<file path="src/rtl/flag_cond_unit_if.sv">
// Bus between the sequencer/ALU side and flag_cond_unit: ALU flag capture,
// branch-condition requests, shadow save/restore, and the registered results.
interface flag_cond_unit_if #(
  parameter int OP_W   = 5,
  parameter int COND_W = 4
);
  logic              alu_valid;
  logic [OP_W-1:0]   alu_op;
  logic              alu_o;
  logic              alu_c;
  logic              alu_s;
  logic              alu_z;
  logic              cond_valid;
  logic [COND_W-1:0] cond_code;
  logic              save;
  logic              restore;
  logic [3:0]        flags;
  logic              taken;
  logic              taken_valid;
  logic              shadow_valid;

  modport master (
    output alu_valid, alu_op, alu_o, alu_c, alu_s, alu_z,
    output cond_valid, cond_code, save, restore,
    input  flags, taken, taken_valid, shadow_valid
  );

  modport slave (
    input  alu_valid, alu_op, alu_o, alu_c, alu_s, alu_z,
    input  cond_valid, cond_code, save, restore,
    output flags, taken, taken_valid, shadow_valid
  );
endinterface

</file>
<file path="src/rtl/flag_cond_unit.sv">
// Architectural {O,C,S,Z} flag register fed by the ALU with per-opcode update
// masks, bypassed branch-condition evaluation, and a one-deep interrupt shadow.
module flag_cond_unit #(
  parameter int         OP_W      = 5,
  parameter int         COND_W    = 4,
  parameter logic [3:0] FLAGS_RST = 4'b0000
) (
  input  logic             clk,
  input  logic             rst,
  flag_cond_unit_if.slave  bus
);

  typedef enum logic [3:0] {
    CC_AL  = 4'b0000,
    CC_O   = 4'b0001,
    CC_C   = 4'b0010,
    CC_S   = 4'b0011,
    CC_Z   = 4'b0100,
    CC_NO  = 4'b0101,
    CC_NC  = 4'b0110,
    CC_NS  = 4'b0111,
    CC_NZ  = 4'b1000,
    CC_LE0 = 4'b1001,
    CC_GT0 = 4'b1010,
    CC_LT  = 4'b1011,
    CC_GE  = 4'b1100,
    CC_LE  = 4'b1101,
    CC_NV0 = 4'b1110,
    CC_NV1 = 4'b1111
  } cond_e;

  logic [3:0] flags_q,  flags_d;
  logic [3:0] shadow_q, shadow_d;
  logic       shadow_valid_q, shadow_valid_d;
  logic       taken_q, taken_d;
  logic       taken_valid_q, taken_valid_d;

  logic [4:0] op;
  logic [3:0] upd_mask;
  logic [3:0] alu_flags;
  logic [3:0] alu_next;
  logic       f_o, f_c, f_s, f_z;
  logic       cond_hit;
  cond_e      cc;

  assign op        = 5'(bus.alu_op);
  assign alu_flags = {bus.alu_o, bus.alu_c, bus.alu_s, bus.alu_z};
  assign cc        = cond_e'(4'(bus.cond_code));

  // Mask bits are {O,C,S,Z}; 00010/00111 and 01010-01111 are undefined and
  // fall to the no-update default along with the explicit no-flag opcodes.
  always_comb begin
    upd_mask = 4'b0000;
    case (op)
      5'b00000, 5'b00001, 5'b00011,
      5'b00100, 5'b00101, 5'b00110: upd_mask = 4'b1111;
      5'b01000, 5'b01001:           upd_mask = 4'b0111;
      5'b10000:                     upd_mask = 4'b0001;
      5'b10011, 5'b11111:           upd_mask = 4'b0000;
      default:                      upd_mask = op[4] ? 4'b0011 : 4'b0000;
    endcase
  end

  assign alu_next = (flags_q & ~upd_mask) | (alu_flags & upd_mask);

  // Restore always drops the ALU write, even when there is nothing to restore.
  always_comb begin
    flags_d        = flags_q;
    shadow_d       = shadow_q;
    shadow_valid_d = shadow_valid_q;
    if (bus.restore) begin
      if (shadow_valid_q) begin
        flags_d = shadow_q;
      end
      shadow_valid_d = 1'b0;
    end else begin
      if (bus.alu_valid) begin
        flags_d = alu_next;
      end
      if (bus.save) begin
        shadow_d       = flags_d;
        shadow_valid_d = 1'b1;
      end
    end
  end

  // Conditions see the post-update flags so a branch right after a compare is fresh.
  assign {f_o, f_c, f_s, f_z} = flags_d;

  always_comb begin
    cond_hit = 1'b0;
    case (cc)
      CC_AL:  cond_hit = 1'b1;
      CC_O:   cond_hit = f_o;
      CC_C:   cond_hit = f_c;
      CC_S:   cond_hit = f_s;
      CC_Z:   cond_hit = f_z;
      CC_NO:  cond_hit = ~f_o;
      CC_NC:  cond_hit = ~f_c;
      CC_NS:  cond_hit = ~f_s;
      CC_NZ:  cond_hit = ~f_z;
      CC_LE0: cond_hit = f_s | f_z;
      CC_GT0: cond_hit = ~f_s & ~f_z;
      CC_LT:  cond_hit = f_s ^ f_o;
      CC_GE:  cond_hit = ~(f_s ^ f_o);
      CC_LE:  cond_hit = (f_s ^ f_o) | f_z;
      CC_NV0: cond_hit = 1'b0;
      CC_NV1: cond_hit = 1'b0;
      default: cond_hit = 1'b0;
    endcase
  end

  always_comb begin
    taken_d       = taken_q;
    taken_valid_d = bus.cond_valid;
    if (bus.cond_valid) begin
      taken_d = cond_hit;
    end
  end

  always_ff @(posedge clk) begin
    if (rst) begin
      flags_q        <= FLAGS_RST;
      shadow_q       <= '0;
      shadow_valid_q <= 1'b0;
      taken_q        <= 1'b0;
      taken_valid_q  <= 1'b0;
    end else begin
      flags_q        <= flags_d;
      shadow_q       <= shadow_d;
      shadow_valid_q <= shadow_valid_d;
      taken_q        <= taken_d;
      taken_valid_q  <= taken_valid_d;
    end
  end

  assign bus.flags        = flags_q;
  assign bus.taken        = taken_q;
  assign bus.taken_valid  = taken_valid_q;
  assign bus.shadow_valid = shadow_valid_q;

endmodule
</file>
<file path="src/flat_wrapper.sv">
// flat-port wrapper written by rule: the top's interface ports become plain ports
module flag_cond_unit_flat 
#(
  parameter int         OP_W      = 5,
  parameter int         COND_W    = 4,
  parameter logic [3:0] FLAGS_RST = 4'b0000
)
  (clk, rst, bus_alu_valid, bus_alu_op, bus_alu_o, bus_alu_c, bus_alu_s, bus_alu_z, bus_cond_valid, bus_cond_code, bus_save, bus_restore, bus_flags, bus_taken, bus_taken_valid, bus_shadow_valid);
  flag_cond_unit_if #(.OP_W(OP_W), .COND_W(COND_W)) bus_i ();
  input  logic clk;
  input  logic rst;
  input wire logic [$bits(bus_i.alu_valid)-1:0] bus_alu_valid;
  input wire logic [$bits(bus_i.alu_op)-1:0] bus_alu_op;
  input wire logic [$bits(bus_i.alu_o)-1:0] bus_alu_o;
  input wire logic [$bits(bus_i.alu_c)-1:0] bus_alu_c;
  input wire logic [$bits(bus_i.alu_s)-1:0] bus_alu_s;
  input wire logic [$bits(bus_i.alu_z)-1:0] bus_alu_z;
  input wire logic [$bits(bus_i.cond_valid)-1:0] bus_cond_valid;
  input wire logic [$bits(bus_i.cond_code)-1:0] bus_cond_code;
  input wire logic [$bits(bus_i.save)-1:0] bus_save;
  input wire logic [$bits(bus_i.restore)-1:0] bus_restore;
  output wire logic [$bits(bus_i.flags)-1:0] bus_flags;
  output wire logic [$bits(bus_i.taken)-1:0] bus_taken;
  output wire logic [$bits(bus_i.taken_valid)-1:0] bus_taken_valid;
  output wire logic [$bits(bus_i.shadow_valid)-1:0] bus_shadow_valid;
  assign bus_i.alu_valid = bus_alu_valid;
  assign bus_i.alu_op = bus_alu_op;
  assign bus_i.alu_o = bus_alu_o;
  assign bus_i.alu_c = bus_alu_c;
  assign bus_i.alu_s = bus_alu_s;
  assign bus_i.alu_z = bus_alu_z;
  assign bus_i.cond_valid = bus_cond_valid;
  assign bus_i.cond_code = bus_cond_code;
  assign bus_i.save = bus_save;
  assign bus_i.restore = bus_restore;
  assign bus_flags = bus_i.flags;
  assign bus_taken = bus_i.taken;
  assign bus_taken_valid = bus_i.taken_valid;
  assign bus_shadow_valid = bus_i.shadow_valid;
  flag_cond_unit #(.OP_W(OP_W), .COND_W(COND_W), .FLAGS_RST(FLAGS_RST)) u_core (.clk(clk), .rst(rst), .bus(bus_i));
endmodule
</file>
<file path="config.mk">
export PLATFORM = sky130hd
export DESIGN_NAME = flag_cond_unit_flat
export DESIGN_NICKNAME = d
export VERILOG_FILES = /design/src/rtl/flag_cond_unit_if.sv /design/src/rtl/flag_cond_unit.sv /design/src/flat_wrapper.sv
export SDC_FILE = /design/constraint.sdc
export NUM_CORES = 1
export LEC_CHECK = 0
export CORE_UTILIZATION = 48
export DETAILED_ROUTE_END_ITERATION = 7
export PLACE_DENSITY = 0.79
export SYNTH_ARGS = -nofsm -noshare
export SYNTH_HDL_FRONTEND = slang
export SYNTH_SLANG_ARGS = --single-unit
</file>
<file path="constraint.sdc">
create_clock -name clk -period 2.46 [get_ports clk]
set_input_delay 0.369 -clock clk [delete_from_list [all_inputs] [get_ports clk]]
set_output_delay 0.369 -clock clk [all_outputs]
set_load 0.02 [all_outputs]
</file>
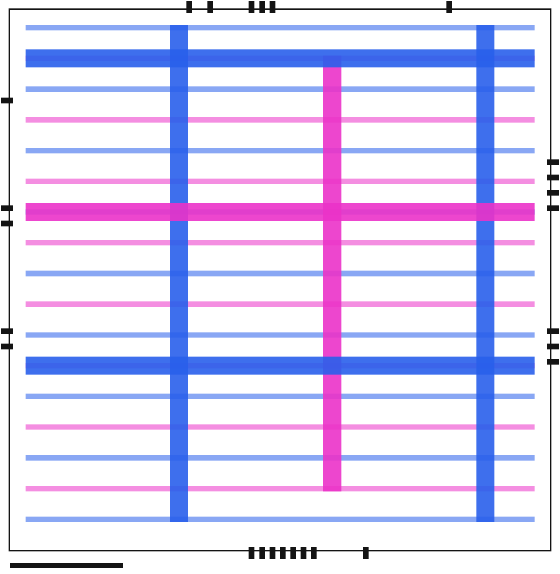
Figure 1: run 1, PDN straps and rails.
The bar under the picture is 10 um long. Pins as bars on the die edge.
| net | color |
|---|---|
| VSS | blue |
| VDD | magenta |
signal pins: 26
met5 straps: 3

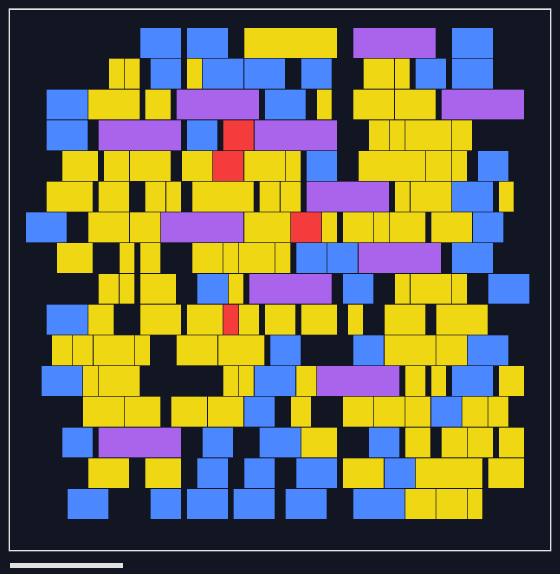
Figure 2: run 1, placed cells, one color a class.
The bar under the picture is 10 um long.
| class | color | cells | share of their area |
|---|---|---|---|
| flip-flops | purple | 11 | 15% |
| all other logic | yellow | 104 | 53% |
| other buffers and delay cells | blue | 47 | 29% |
| clock drivers and dummy loads | red | 4 | 1.8% |

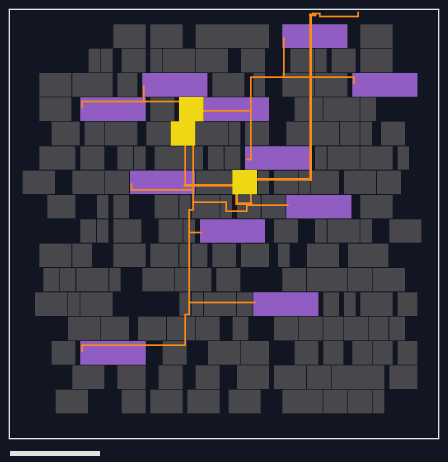
Figure 3: run 1, clock wires, drivers and flops.
The bar under the picture is 10 um long.
[flip-flops] purple | count: 11
[clock wires] orange | length: 164 um
[cells driving clock nets] yellow | count: 3
routed clock nets: 4

==> run 1: cell type report <==
class                   instances  area, sq um  share of cell area, %
multi-input cells              99          738                   50.7
inverters                       5         18.8                   1.29
flip-flops and latches         11          220                   15.1
well taps                      27         33.8                   2.32
clock buffers                   4         26.3                   1.81
repair buffers                 47          418                   28.7
==> run 1: metal layers <==
| layer | part of all wire, % | routed length (um) |
|---|---|---|
| met1 | 40 | 1130 |
| met2 | 54 | 1520 |
| met3 | 3.1 | 86 |
| met4 | 2.8 | 78 |
| met5 | 0 | 0 |
==> run 1: power by group <==
| group | total (mW) | switching (mW) | internal (mW) | leakage [nW] |
|---|---|---|---|---|
| clock network | 0.127 | 0.0644 | 0.0627 | 0.0150 |
| logic | 0.219 | 0.104 | 0.115 | 0.488 |
| registers | 0.199 | 0.00855 | 0.190 | 0.0906 |
==> impl_metrics.json, run 1 <==
{
  "worst_path_most_repeated_cell": "a211o_1",
  "grt_max_degree": 16,
  "yosys.area_share.simple_pct": 25.3,
  "antenna_found_initial": 0,
  "rr_worst_depth": 6,
  "async_reset_ff_share_pct": 0,
  "yosys.area_share.adder_pct": 0,
  "top_cell": "nor2_1",
  "criticalPathCategory": "input port to flip-flop",
  "dp_cells": 189,
  "r2r-start": "u_core.bus.shadow_valid$_SDFFE_PP0P_",
  "fin_area_sq_mm": 0.00146,
  "place_worst_setup_slack_ns": -0.252,
  "rows": 16,
  "ir_worst_vdd_mv": 0.359,
  "startpoint_type": "input port",
  "clock_latency_ns": 0.27,
  "ys_chip_area_sq_mm": 0.00101,
  "max_freq_mhz": 417,
  "logic_family": "AND-OR/OR-AND gates",
  "r2r_end": "u_core.bus.taken$_SDFFE_PP0P_",
  "cts_tree": "done",
  "yosysCellCount": 125,
  "holdPathEnd": "u_core.shadow_q[3]$_SDFFE_PP0P_",
  "slew_headroom_pct": 64.2,
  "final_cells": 193,
  "cp_slowest_cell": "clkdlybuf4s50_1",
  "aoi_share_pct": 32.0,
  "fin_crit_sh_pct": 97.4,
  "drive_gt1_share_pct": 22.9,
  "fin_util_pct": 74.2,
  "fin_worst_skew_ns": 0.00809,
  "timing.critical_path.cells": "clkdlybuf4s50_1, buf_4, nor2b_1, o41ai_2, a211o_1, o32a_4, a32o_1, a211o_1, o211ai_2",
  "p_per_area_mw_per_mm2": 374,
  "outcome": "finished clean",
  "viasPerCell": 5.76,
  "finalHoldViolations": 0,
  "drt_wl_total_mm": 2.82,
  "synth_cell_type_count": 49,
  "worstHoldStart": "u_core.shadow_q[3]$_SDFFE_PP0P_",
  "overflow": 0,
  "busiest_layer": "met2",
  "grt_pass1_vias": 1035,
  "layout_setup_ws_ns": 0.0627,
  "gp_congestion": 0.845,
  "post-cts-setup-buffers": 0,
  "crit_cells": 9,
  "path_max_fanout": 13,
  "p_total_mw": 0.544,
  "critPathMaxStageDelay_ns": 0.46,
  "fp_nets": 144,
  "dpl_cell_area_sq_mm": 0.00141,
  "grt_pass1_wl_mm": 4.13,
  "die_w_um": 47.8,
  "drt_iter0_drc": 26,
  "route.detailed.wl_per_inst_um": 14.6,
  "p_leak_nw": 0.593,
  "postCtsResizedCells": 0,
  "dr.pass1.iters": 5,
  "cts_max_level": 1,
  "startpoint": "bus_alu_op[0]",
  "cts_buffer_depth": 2,
  "core_sq_mm": 0.00196,
  "vias": 1112,
  "met2_usage_pct": 50.8,
  "dp_hpwl_mm": 2.34,
  "synthXorXnorAreaFrac_pct": 2.61,
  "hold_buffers": 0,
  "edf_count": 0,
  "drc": 0,
  "yosysTopAreaCellShare_pct": 21.9,
  "clock_sinks": 11,
  "ff_type": "dfxtp_1",
  "area_leaders": "dfxtp_1, mux2i_1, nor2_1",
  "top_area_cell": "dfxtp_1",
  "cts.reportedPaths.clkPinSlew_ns": 0.08,
  "nNetsFinal": 186,
  "critical-path-top-delay-family": "AND-OR/OR-AND gates",
  "top_cells_by_count": "nor2_1, dfxtp_1, mux2i_1, nand2_1, a21oi_1",
  "tightest_slew_ns": 0.536,
  "crit_path_end": "u_core.bus.taken$_SDFFE_PP0P_",
  "maxCapViolCount": 0,
  "io_buffers": 25,
  "grtUsageMet3_pct": 3.77,
  "synth.area.mux_share_pct": 11.3,
  "cp-end-kind": "flip-flop",
  "filler_cell_count": 165,
  "cp.arrival_ns": 2.59,
  "rsz0062_at_grt": "no",
  "hold_class": "flip-flop to flip-flop",
  "cts_root_buffer": "clkbuf_4",
  "syn_area_sq_mm": 0.00101,
  "postRouteAntennaNets": 0,
  "antenna_cells": 0,
  "syn_avg_cell_area_sq_um": 8.06,
  "fp_util_pct": 51.3,
  "slew_violations": 0,
  "openroad.warnings": 26,
  "setup_viol": 0,
  "synth-seq-area-share_pct": 21.9,
  "reg2reg_slack_ns": 0.52,
  "pin_count": 26,
  "syn_to_final_growth_pct": 44.5,
  "setup_tns_ns": 0,
  "cts-buffers-inserted": 3,
  "cp.required_ns": 2.66,
  "final_cell_mix": "clkdlybuf4s50_1, buf_4, nor2_1",
  "layout_top_cell": "clkdlybuf4s50_1",
  "die_area_sq_mm": 0.00229,
  "crit_buf_inv": 2,
  "worst_hold_slack_ns": 0.502,
  "finalCriticalPeriod_ns": 2.40,
  "synth_flops": 11,
  "die_y_um": 47.8,
  "grtUsageMet1_pct": 27.9,
  "ys_warn_count": 0,
  "synth_cells": 125,
  "grt_usage_pct": 26.0,
  "holdPathStages": 2
}
## Run 2: what changed since run 1
- SKIP_CTS_REPAIR_TIMING: default -> 1
- SLEW_MARGIN: default -> 30
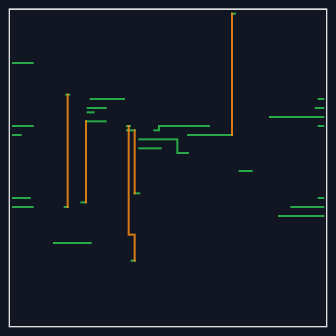
Figure 4: run 2, metal layers overlaid.
Only two layers are drawn.
| layer | color | wire length |
|---|---|---|
| met3 | green | 86.4 um |
| met4 | orange | 78.4 um |

==> run 2 against run 1 <==
Compared with the run above: utilization did not move; synthesized cell count did not move; wire length did not move; register-to-register slack barely moved; clock power barely moved; sequential cell count did not move; via count did not move; critical path depth did not move; largest cell class unchanged; largest power group unchanged; highest routed layer unchanged.
==> impl_metrics.json, run 2 <==
{
  "outcome": "finished clean",
  "cts.reportedPaths.clkPinSlew_ns": 0.08,
  "p_comb_mw": 0.219,
  "flops": 11,
  "syn_to_final_growth_pct": 44.5,
  "drt_wl_total_mm": 2.82,
  "grt_usage_pct": 26.0,
  "rsz0062_at_grt": "no",
  "crit_buf_inv": 2,
  "top_cells_by_count": "nor2_1, dfxtp_1, mux2i_1, nand2_1, a21oi_1",
  "synth_cell_type_count": 49,
  "dr.pass1.iters": 5,
  "ys_chip_area_sq_mm": 0.00101,
  "top_cell": "nor2_1",
  "p_total_mw": 0.544,
  "met2_usage_pct": 50.8,
  "worst_path_most_repeated_cell": "a211o_1",
  "place_worst_setup_slack_ns": -0.252,
  "top_area_cell": "dfxtp_1",
  "aoi_share_pct": 32.0,
  "synth-seq-area-share_pct": 21.9,
  "critPathMaxStageDelay_ns": 0.46,
  "io_buffers": 25,
  "seq_share_pct": 15.1,
  "p_leak_nw": 0.593,
  "gp_congestion": 0.845,
  "timing.critical_path.cells": "clkdlybuf4s50_1, buf_4, nor2b_1, o41ai_2, a211o_1, o32a_4, a32o_1, a211o_1, o211ai_2",
  "drt_iter0_drc": 26,
  "ys_warn_count": 0,
  "finalHoldViolations": 0,
  "antenna_found_initial": 0,
  "drive_gt1_share_pct": 22.9,
  "async_reset_ff_share_pct": 0,
  "slew_violations": 0,
  "filler_cell_count": 165,
  "nWellTaps": 27,
  "synth_flops": 11,
  "switching_power_mw": 0.177,
  "dominant-cell-class": "logic gates",
  "clockPowerShare_pct": 23.3,
  "criticalPathCategory": "input port to flip-flop",
  "nonClockInverterCount": 5,
  "dp_cells": 189,
  "dr_wl_met3_um": 86,
  "layout_top_cell": "clkdlybuf4s50_1",
  "final_cell_mix": "clkdlybuf4s50_1, buf_4, nor2_1",
  "overflow": 0,
  "logic_family": "AND-OR/OR-AND gates",
  "max_freq_mhz": 417,
  "cp.arrival_ns": 2.59,
  "fp_util_pct": 51.3,
  "fin_util_pct": 74.2,
  "drc": 0,
  "ir_worst_vdd_mv": 0.359,
  "die_w_um": 47.8,
  "ff_type": "dfxtp_1",
  "seq_power_share_pct": 36.5,
  "dr_wl_met2_mm": 1.52,
  "highest_layer": "met4",
  "signal_buffers": 47,
  "clock_buffers": 4,
  "p_seq_mw": 0.199,
  "postRouteAntennaNets": 0,
  "vias": 1112,
  "power_frac_comb_pct": 40.2,
  "setup_tns_ns": 0,
  "tightest_slew_ns": 0.536,
  "fp_nets": 144,
  "nNetsFinal": 186,
  "core_sq_mm": 0.00196,
  "p_per_area_mw_per_mm2": 374,
  "p_clk_mw": 0.127,
  "regArea_sq_um": 220,
  "finalCriticalPeriod_ns": 2.40,
  "die_area_sq_mm": 0.00229,
  "critical-path-top-delay-family": "AND-OR/OR-AND gates",
  "area_leaders": "dfxtp_1, mux2i_1, nor2_1",
  "layout_setup_ws_ns": 0.0627,
  "p_int_mw": 0.367,
  "cts_root_buffer": "clkbuf_4",
  "cp-end-kind": "flip-flop",
  "clock_latency_ns": 0.27,
  "synth_cells": 125,
  "grtUsageMet1_pct": 27.9,
  "synthXorXnorAreaFrac_pct": 2.61,
  "comb_share_pct": 50.7,
  "cts_max_level": 1,
  "pin_count": 26,
  "edf_count": 0,
  "swShare_pct": 32.5,
  "fin_worst_skew_ns": 0.00809,
  "cp.required_ns": 2.66,
  "setup_viol": 0,
  "fin_area_sq_mm": 0.00146,
  "buffer_area_share_pct": 28.7,
  "grt_pass1_vias": 1035,
  "logic_area_sq_um": 738,
  "worst_hold_slack_ns": 0.502,
  "grt_pass1_wl_mm": 4.13,
  "grtUsageMet3_pct": 3.77,
  "grt_max_degree": 16,
  "antenna_cells": 0,
  "cts_buffer_depth": 2,
  "cts-buffers-inserted": 3,
  "clock_sinks": 11,
  "dp_hpwl_mm": 2.34,
  "rows": 16,
  "fin_crit_sh_pct": 97.4,
  "cts_tree": "done",
  "path_max_fanout": 13,
  "yosysCellCount": 125,
  "maxPowerGroup": "combinational logic",
  "logic_gate_count": 99
}
[run 2: tightest hold or removal path, stage by stage (launching register included)]
cell and delay, ns:
dfxtp_1 0.32, nor2_1 0.09, a311oi_1 0.05
[run 2: worst paths after layout]
check | from | endpoint | slack [ns] | depth (start not counted)
hold / removal | u_core.shadow_q[3]$_SDFFE_PP0P_ | u_core.shadow_q[3]$_SDFFE_PP0P_ | 0.50 | 2
setup / recovery | bus_alu_op[0] | u_core.bus.taken$_SDFFE_PP0P_ | 0.06 | 9
setup reg to reg | u_core.bus.shadow_valid$_SDFFE_PP0P_ | u_core.bus.taken$_SDFFE_PP0P_ | 0.52 | 6
hold reg to reg | u_core.shadow_q[3]$_SDFFE_PP0P_ | u_core.shadow_q[3]$_SDFFE_PP0P_ | 0.50 | 2
Figure 5. Placed standard cells (run 2).
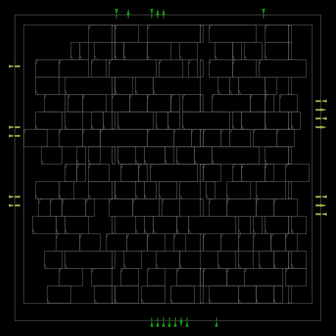

## Run 3: what changed since run 2
- ABC_CLOCK_PERIOD_IN_PS: default -> 2460
- CELL_PAD_IN_SITES_DETAIL_PLACEMENT: default -> 1
- CELL_PAD_IN_SITES_GLOBAL_PLACEMENT: default -> 1
- CORE_UTILIZATION: 48 -> 35
- PLACE_DENSITY: 0.79 -> default
- PLACE_DENSITY_LB_ADDON: default -> 0.1
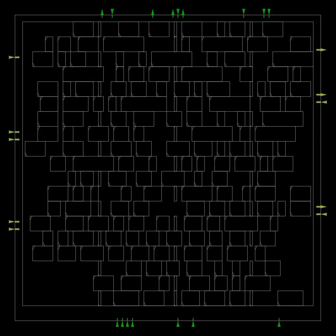
Figure 6: run 3, placed standard cells.
non-filler instance count after layout: 200
floorplan row count: 19
CORE AREA: 0.00273 sq mm
Seq area share: 14.9%

==> run 3 against run 2 <==
Compared with the run above: setup slack gained 0.044 ns; design area is 1.5% higher; cell count is 3.6% higher; clock power increased by 6%; sequential power hardly changed; critical path type unchanged.
==> impl_metrics.json, run 3 <==
{
  "outcome": "finished clean",
  "fp_nets": 144,
  "maxCapViolCount": 0,
  "nWellTaps": 31,
  "worst_hold_slack_ns": 0.505,
  "startpoint": "bus_alu_op[4]",
  "cts_root_buffer": "clkbuf_4",
  "layout_top_cell": "buf_4",
  "vias": 1144,
  "p_total_mw": 0.559,
  "fp_util_pct": 36.8,
  "swShare_pct": 33.6,
  "final_cell_mix": "buf_4, clkdlybuf4s50_1, nor2_1",
  "route.detailed.wl_per_inst_um": 16.3,
  "postRouteAntennaNets": 0,
  "yosysTopAreaCellShare_pct": 21.9,
  "buffer_area_share_pct": 30.0,
  "rsz0062_at_grt": "no",
  "synth_flops": 11,
  "ir_worst_vdd_mv": 0.282,
  "top_cell": "nor2_1",
  "cts.reportedPaths.clkPinSlew_ns": 0.08,
  "crit_path_end": "u_core.bus.taken$_SDFFE_PP0P_",
  "dpl_cell_area_sq_mm": 0.00143,
  "reg2reg_slack_ns": 0.54,
  "syn_to_final_growth_pct": 46.7,
  "die_area_sq_mm": 0.00310,
  "clockPowerShare_pct": 24.0,
  "clockNetworkAreaShare_pct": 1.78,
  "clock_buffers": 4,
  "finalCriticalPeriod_ns": 2.35,
  "logic_gate_count": 99,
  "slew_headroom_pct": 60.2,
  "async_reset_ff_share_pct": 0,
  "clock_sinks": 11,
  "dominant-cell-class": "logic gates",
  "yosysCellCount": 125,
  "holdPathEnd": "u_core.shadow_q[0]$_SDFFE_PP0P_",
  "cp.arrival_ns": 2.52,
  "synth-seq-area-share_pct": 21.9,
  "openroad.warnings": 26,
  "finalHoldViolations": 0,
  "fin_crit_sh_pct": 95.7,
  "synth_cell_type_count": 49,
  "filler_cell_count": 336,
  "holdPathStages": 2,
  "syn_avg_cell_area_sq_um": 8.06,
  "ys_chip_area_sq_mm": 0.00101,
  "maxPowerGroup": "combinational logic",
  "viasPerCell": 5.72,
  "layout_setup_ws_ns": 0.107,
  "comb_share_pct": 49.4,
  "fin_util_pct": 54.1,
  "hold_class": "flip-flop to flip-flop",
  "top_area_cell": "dfxtp_1",
  "dr.pass1.iters": 6,
  "grt_pass1_vias": 1162,
  "clock_latency_ns": 0.28,
  "dp_hpwl_mm": 2.57,
  "top_cells_by_count": "nor2_1, dfxtp_1, mux2i_1, nand2_1, a21oi_1",
  "cts-buffers-inserted": 3,
  "p_comb_mw": 0.226,
  "r2r_end": "u_core.bus.taken$_SDFFE_PP0P_",
  "die_w_um": 55.6,
  "setup_viol": 0,
  "nNetsFinal": 189,
  "io_buffers": 25,
  "grt_pass1_wl_mm": 5.37,
  "signal_buffers": 50,
  "syn_area_sq_mm": 0.00101,
  "p_leak_nw": 0.611,
  "cp.required_ns": 2.63,
  "overflow": 0,
  "drt_iter0_drc": 24,
  "dp_cells": 196,
  "place_worst_setup_slack_ns": -0.376,
  "die_y_um": 55.6,
  "p_seq_mw": 0.199,
  "seq_power_share_pct": 35.6,
  "edf_count": 0,
  "ff_type": "dfxtp_1",
  "criticalPathCategory": "input port to flip-flop",
  "cp-end-kind": "flip-flop",
  "drc": 0,
  "slew_violations": 0,
  "startpoint_type": "input port",
  "rr_worst_depth": 7,
  "tightest_slew_ns": 0.595,
  "switching_power_mw": 0.188,
  "synth_cells": 125,
  "flops": 11,
  "p_per_area_mw_per_mm2": 378,
  "fin_worst_skew_ns": 0.00453,
  "regArea_sq_um": 220,
  "max_freq_mhz": 425,
  "cts_buffer_depth": 2,
  "power_frac_comb_pct": 40.4,
  "cts_max_level": 1,
  "gp_congestion": 0.833,
  "p_clk_mw": 0.134,
  "fin_area_sq_mm": 0.00148,
  "worstHoldStart": "u_core.shadow_q[0]$_SDFFE_PP0P_",
  "grt_usage_pct": 21.8,
  "p_int_mw": 0.371,
  "path_max_fanout": 5,
  "setup_tns_ns": 0,
  "r2r-start": "u_core.bus.shadow_valid$_SDFFE_PP0P_",
  "antenna_found_initial": 0,
  "ys_warn_count": 0,
  "grt_max_degree": 16,
  "cts_tree": "done"
}
-- run 3: cell counts after synthesis --
No cell type changed its count.
-- run 3: kinds of logic after synthesis --
| kind of cell | share of synthesized area (%) |
|---|---|
| DFF | 21.9 |
| xor gates and xnor gates | 2.61 |
| muxes | 11.3 |
| and+or+nand+nor | 25.3 |
| buffers and inverters | 6.83 |
| AOI/OAI and AO/OA | 32.1 |
-- run 3: critical path: stages --
cell and delay, ns:
clkdlybuf4s50_1 0.48, or3b_1 0.45, a2111o_1 0.42, o2111ai_1 0.12
mux2i_1 0.25, o211ai_1 0.13, a211oi_2 0.21, o211ai_2 0.09
-- run 3: routing by layer --
metal | wire length, um | track usage, %
met5 | 0 | 0
met4 | 16 | 4.64
met3 | 70 | 3.72
met2 | 1650 | 38.9
met1 | 1520 | 27.4
No activity file was given, so power comes from the tool's default toggle rates.
